`src/rtl/audio_rom_player_if.sv`:
```
// Bus bundle between the playback sequencer, the single-port sample ROM
// and the codec-side valid/ready sample stream.
interface audio_rom_player_if #(
   parameter int ADDR_WIDTH = 17,
   parameter int DATA_WIDTH = 16
);
   logic [ADDR_WIDTH-1:0] rom_address;
   logic                  rom_chipselect;
   logic                  rom_clken;
   logic [DATA_WIDTH-1:0] rom_readdata;
   logic [DATA_WIDTH-1:0] sample_data;
   logic                  sample_valid;
   logic                  sample_ready;

   modport master (
      output rom_address,
      output rom_chipselect,
      output rom_clken,
      output sample_data,
      output sample_valid,
      input  rom_readdata,
      input  sample_ready
   );

   modport slave (
      input  rom_address,
      input  rom_chipselect,
      input  rom_clken,
      input  sample_data,
      input  sample_valid,
      output rom_readdata,
      output sample_ready
   );
endinterface

```
`src/rtl/audio_rom_player.sv`:
```
// Playback sequencer for the audio sample ROM. A free-running sample-rate
// tick (active only while busy) paces one ROM read per sample period; each
// word is latched and offered downstream on a valid/ready stream. Ticks that
// arrive while one is still outstanding are counted as underruns.
module audio_rom_player #(
   parameter int ADDR_WIDTH  = 17,
   parameter int DATA_WIDTH  = 16,
   parameter int NUM_SAMPLES = 120127,
   parameter int TICK_DIV    = 1042
) (
   input  logic                  clk,
   input  logic                  reset_n,
   input  logic                  start,
   input  logic                  stop,
   input  logic                  loop_en,
   output logic                  busy,
   output logic                  done,
   output logic [ADDR_WIDTH-1:0] play_pos,
   output logic [15:0]           underrun_cnt,
   audio_rom_player_if.master    bus
);

   localparam int                    CNT_WIDTH = $clog2(TICK_DIV);
   localparam logic [CNT_WIDTH-1:0]  TICK_LAST = CNT_WIDTH'(TICK_DIV - 1);
   localparam logic [ADDR_WIDTH-1:0] LAST_ADDR = ADDR_WIDTH'(NUM_SAMPLES - 1);

   typedef enum logic [2:0] {
      S_IDLE,
      S_WAIT,
      S_FETCH,
      S_LATCH,
      S_PRESENT
   } state_t;

   state_t               state;
   logic [CNT_WIDTH-1:0] tick_cnt;
   logic                 tick_pending;
   logic                 tick;

   assign tick = busy && (tick_cnt == TICK_LAST);

   // Sequencer: tick pacing, underrun accounting and the fetch/present FSM with registered outputs
   always_ff @(posedge clk or negedge reset_n) begin
      if (!reset_n) begin
         state              <= S_IDLE;
         tick_cnt           <= '0;
         tick_pending       <= 1'b0;
         busy               <= 1'b0;
         done               <= 1'b0;
         play_pos           <= '0;
         underrun_cnt       <= '0;
         bus.rom_address    <= '0;
         bus.rom_chipselect <= 1'b0;
         bus.rom_clken      <= 1'b0;
         bus.sample_data    <= '0;
         bus.sample_valid   <= 1'b0;
      end else begin
         done               <= 1'b0;
         bus.rom_chipselect <= 1'b0;
         bus.rom_clken      <= 1'b0;

         if (busy) begin
            if (tick) begin
               tick_cnt <= '0;
            end else begin
               tick_cnt <= tick_cnt + CNT_WIDTH'(1);
            end
         end

         if (tick) begin
            tick_pending <= 1'b1;
            if (tick_pending && (underrun_cnt != 16'hFFFF)) begin
               underrun_cnt <= underrun_cnt + 16'd1;
            end
         end

         if (stop) begin
            state            <= S_IDLE;
            busy             <= 1'b0;
            play_pos         <= '0;
            tick_cnt         <= '0;
            tick_pending     <= 1'b0;
            bus.sample_valid <= 1'b0;
         end else begin
            case (state)
               S_IDLE: begin
                  if (start) begin
                     state        <= S_WAIT;
                     busy         <= 1'b1;
                     play_pos     <= '0;
                     tick_cnt     <= '0;
                     tick_pending <= 1'b0;
                  end
               end

               S_WAIT: begin
                  if (tick_pending) begin
                     state              <= S_FETCH;
                     tick_pending       <= tick;
                     bus.rom_address    <= play_pos;
                     bus.rom_chipselect <= 1'b1;
                     bus.rom_clken      <= 1'b1;
                  end
               end

               S_FETCH: begin
                  state <= S_LATCH;
               end

               S_LATCH: begin
                  state            <= S_PRESENT;
                  bus.sample_data  <= DATA_WIDTH'(bus.rom_readdata);
                  bus.sample_valid <= 1'b1;
               end

               S_PRESENT: begin
                  if (bus.sample_valid && bus.sample_ready) begin
                     bus.sample_valid <= 1'b0;
                     if (play_pos != LAST_ADDR) begin
                        play_pos <= play_pos + ADDR_WIDTH'(1);
                        state    <= S_WAIT;
                     end else if (loop_en) begin
                        play_pos <= '0;
                        state    <= S_WAIT;
                     end else begin
                        done         <= 1'b1;
                        busy         <= 1'b0;
                        play_pos     <= '0;
                        tick_cnt     <= '0;
                        tick_pending <= 1'b0;
                        state        <= S_IDLE;
                     end
                  end
               end

               default: begin
                  state <= S_IDLE;
               end
            endcase
         end
      end
   end

endmodule
```
`src/flat_wrapper.sv`:
```
// flat-port wrapper written by rule: the top's interface ports become plain ports
module audio_rom_player_flat 
#(
   parameter int ADDR_WIDTH  = 17,
   parameter int DATA_WIDTH  = 16,
   parameter int NUM_SAMPLES = 120127,
   parameter int TICK_DIV    = 1042
)
  (clk, reset_n, start, stop, loop_en, busy, done, play_pos, underrun_cnt, bus_rom_address, bus_rom_chipselect, bus_rom_clken, bus_sample_data, bus_sample_valid, bus_rom_readdata, bus_sample_ready);
  audio_rom_player_if #(.ADDR_WIDTH(ADDR_WIDTH), .DATA_WIDTH(DATA_WIDTH)) bus_i ();
  input  logic clk;
  input  logic reset_n;
  input  logic start;
  input  logic stop;
  input  logic loop_en;
  output logic busy;
  output logic done;
  output logic [ADDR_WIDTH-1:0] play_pos;
  output logic [15:0] underrun_cnt;
  output wire logic [$bits(bus_i.rom_address)-1:0] bus_rom_address;
  output wire logic [$bits(bus_i.rom_chipselect)-1:0] bus_rom_chipselect;
  output wire logic [$bits(bus_i.rom_clken)-1:0] bus_rom_clken;
  output wire logic [$bits(bus_i.sample_data)-1:0] bus_sample_data;
  output wire logic [$bits(bus_i.sample_valid)-1:0] bus_sample_valid;
  input wire logic [$bits(bus_i.rom_readdata)-1:0] bus_rom_readdata;
  input wire logic [$bits(bus_i.sample_ready)-1:0] bus_sample_ready;
  assign bus_rom_address = bus_i.rom_address;
  assign bus_rom_chipselect = bus_i.rom_chipselect;
  assign bus_rom_clken = bus_i.rom_clken;
  assign bus_sample_data = bus_i.sample_data;
  assign bus_sample_valid = bus_i.sample_valid;
  assign bus_i.rom_readdata = bus_rom_readdata;
  assign bus_i.sample_ready = bus_sample_ready;
  audio_rom_player #(.ADDR_WIDTH(ADDR_WIDTH), .DATA_WIDTH(DATA_WIDTH), .NUM_SAMPLES(NUM_SAMPLES), .TICK_DIV(TICK_DIV)) u_core (.clk(clk), .reset_n(reset_n), .start(start), .stop(stop), .loop_en(loop_en), .busy(busy), .done(done), .play_pos(play_pos), .underrun_cnt(underrun_cnt), .bus(bus_i));
endmodule
```
`config.mk`:
```
export PLATFORM = sky130hd
export DESIGN_NAME = audio_rom_player_flat
export DESIGN_NICKNAME = d
export VERILOG_FILES = /design/src/rtl/audio_rom_player_if.sv /design/src/rtl/audio_rom_player.sv /design/src/flat_wrapper.sv
export SDC_FILE = /design/constraint.sdc
export NUM_CORES = 1
export LEC_CHECK = 0
export CELL_PAD_IN_SITES_DETAIL_PLACEMENT = 1
export CELL_PAD_IN_SITES_GLOBAL_PLACEMENT = 2
export CORE_MARGIN = 2
export CORE_UTILIZATION = 34
export DETAILED_ROUTE_END_ITERATION = 16
export HOLD_SLACK_MARGIN = 0.05
export PLACE_DENSITY = 0.85
export REMOVE_ABC_BUFFERS = 1
export SYNTH_ARGS = -nofsm -noshare
export SYNTH_HDL_FRONTEND = slang
export SYNTH_SLANG_ARGS = --single-unit
export TNS_END_PERCENT = 1
```
`constraint.sdc`:
```
create_clock -name clk -period 4.5 [get_ports clk]
set_input_delay 0.675 -clock clk [delete_from_list [all_inputs] [get_ports clk]]
set_output_delay 0.675 -clock clk [all_outputs]
set_load 0.02 [all_outputs]
```
### Power grid

The bar under the picture is 20 um long. Pins as bars on the die edge.
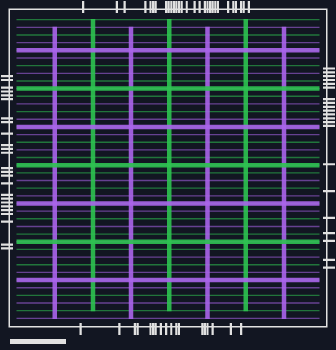
color	net
green	VDD
purple	VSS
met1 rails	40
signal pins	93
met5 straps	7
rows	39
met4 straps	7

### Cells colored by class

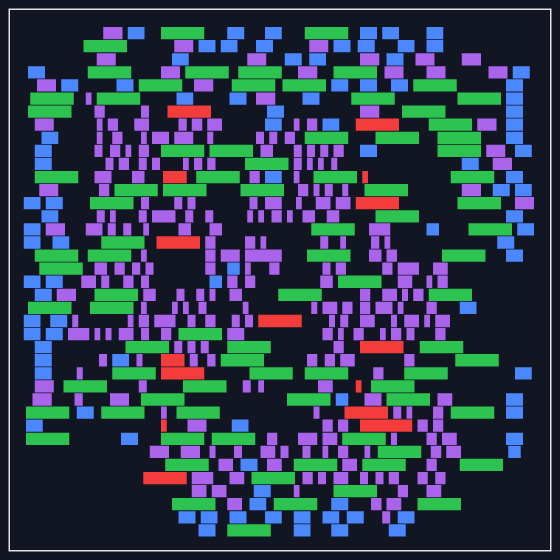
color	class	cells
blue	remaining buffers and delay cells	96
red	clock drivers and dummy loads	15
purple	combinational and other logic	262
green	sequential cells	85
Non-Filler Cell Area, Final: 0.00532 mm2
core area: 0.0114 mm2

==> impl_metrics.toml <==
# yosys + openroad results
[outcome]
run_status = "finished, final reports clean"

[power]
power.combinational.fraction_pct = 5.4
clock_power_share_pct = 46.1
top_power_group = "sequential cells"
total_power_mw = 1.61
p_leak_nw = 2.30
worst_ir_drop_vdd_v = 0.000162

[layout]
insertedDiodeCount = 0
n_fill_cell = 1254
final_cell_mix = "sky130_fd_sc_hd__clkdlybuf4s50_1, sky130_fd_sc_hd__dfrtp_1, sky130_fd_sc_hd__mux2_2, sky130_fd_sc_hd__nand2_1, sky130_fd_sc_hd__nor2_1"
sequential_cell_area_mm2 = 0.00213
num-nonclk-buffers = 96
finalNetCount = 481
top_regs = "u_core.bus.rom_address x17, u_core.play_pos x17"
dominant_cells = "flip-flops and latches"
clock_tree_area_fraction_pct = 5.52
logic_gate_count = 253
area_growth_syn_to_layout_pct = 33.6
drive_above_1_share_pct = 14.2

[yosys]
post_synth_aoi_oai_area_pct = 7.35
yosys_cell_count = 363
synthSimpleGateAreaFrac_pct = 19.6
area_share_top_type_pct = 53.4
synth.distinct_cells = 48
synth-adder-area-share_pct = 1.57
synth_warnings = 0
mappedNetlistArea_mm2 = 0.00398
synth.largest_area_cell = "sky130_fd_sc_hd__dfrtp_1"
syn_area_per_cell_um2 = 11.0
xors_xnors_by_area_pct = 4.62
number_of_flops_mapped_to_enable_cells_by_yosys = 0
top_cell = "sky130_fd_sc_hd__dfrtp_1"
synth.logic.top_family = "simple AND/OR/NAND/NOR gates"
ys_seq_share_pct = 53.4

[worst_setup_path]
timing.rr.end = "u_core.tick_cnt[7]$_DFF_PN0_"
critPathBufInv = 2
crit_path_start_kind = "input port"
setup.worst_path.end_class = "register"
depth_of_the_worst_register_to_register_path = 5
crit_path_max_incr_delay_ps = 710
count_of_cell_instances_traversed_by_the_critical_path = 7
crit_end = "u_core.play_pos[12]$_DFFE_PN0P_"
timing.critical_path.fanout_max = 13
crit_slowest_cell = "sky130_fd_sc_hd__or4b_1"
arrival_ps = 2900

[sta]
timing_hold_violations_final = 0
actual_slew_at_the_worst_max_slew_pin_ps = 979
fin_ws_ps = 1850
worst_slew_margin_rel_pct = 34.6
clock.fmax_ghz = 0.378
rsz0062_at_grt = "no"
setup_viol = 0
layout_min_cycle_time_ps = 2650
aggregate_negative_setup_slack_ps = 0

[clocking]
cts_resized = 0
clock_tree.root_cell = "sky130_fd_sc_hd__clkbuf_16"
clock_latency_ps = 340
cts_sinks = 85
clk_pin_slew_worst_paths_ps = 60
htreeDepth = 3
post_cts_buffers = 0
post_cts_hold_buffer_count = 0

[grt]
globalRouteOverflowTotal = 0
initial_antenna_violation_count = 0
globalRouteMet2Util_pct = 26.8
maximum_number_of_pins_on_one_net_before_global_route_repair = 61
grt_util_met1_pct = 21.8
gr-max-usage-layer = "met2"

[placement]
routabilityCongestion = 0.783
dpl_worst_slack_ps = 1520
place.detailed.hpwl_um = 7020
detailed_place.area_mm2 = 0.00503

[route]
met2_length_um = 4860
top_signal_layer_used = "met4"
route.met3.wl_um = 341
postRouteWirelength_um = 10100
dr.first_iter.drc_count = 63
dr_total_vias = 3158
drt-vias-per-instance = 5.25

[floorplan]
initial_utilization_pct = 34.9
fp-row-count = 39

[hold_path]
hold_path.class = "in2async"

[run]
drv_cap = 0
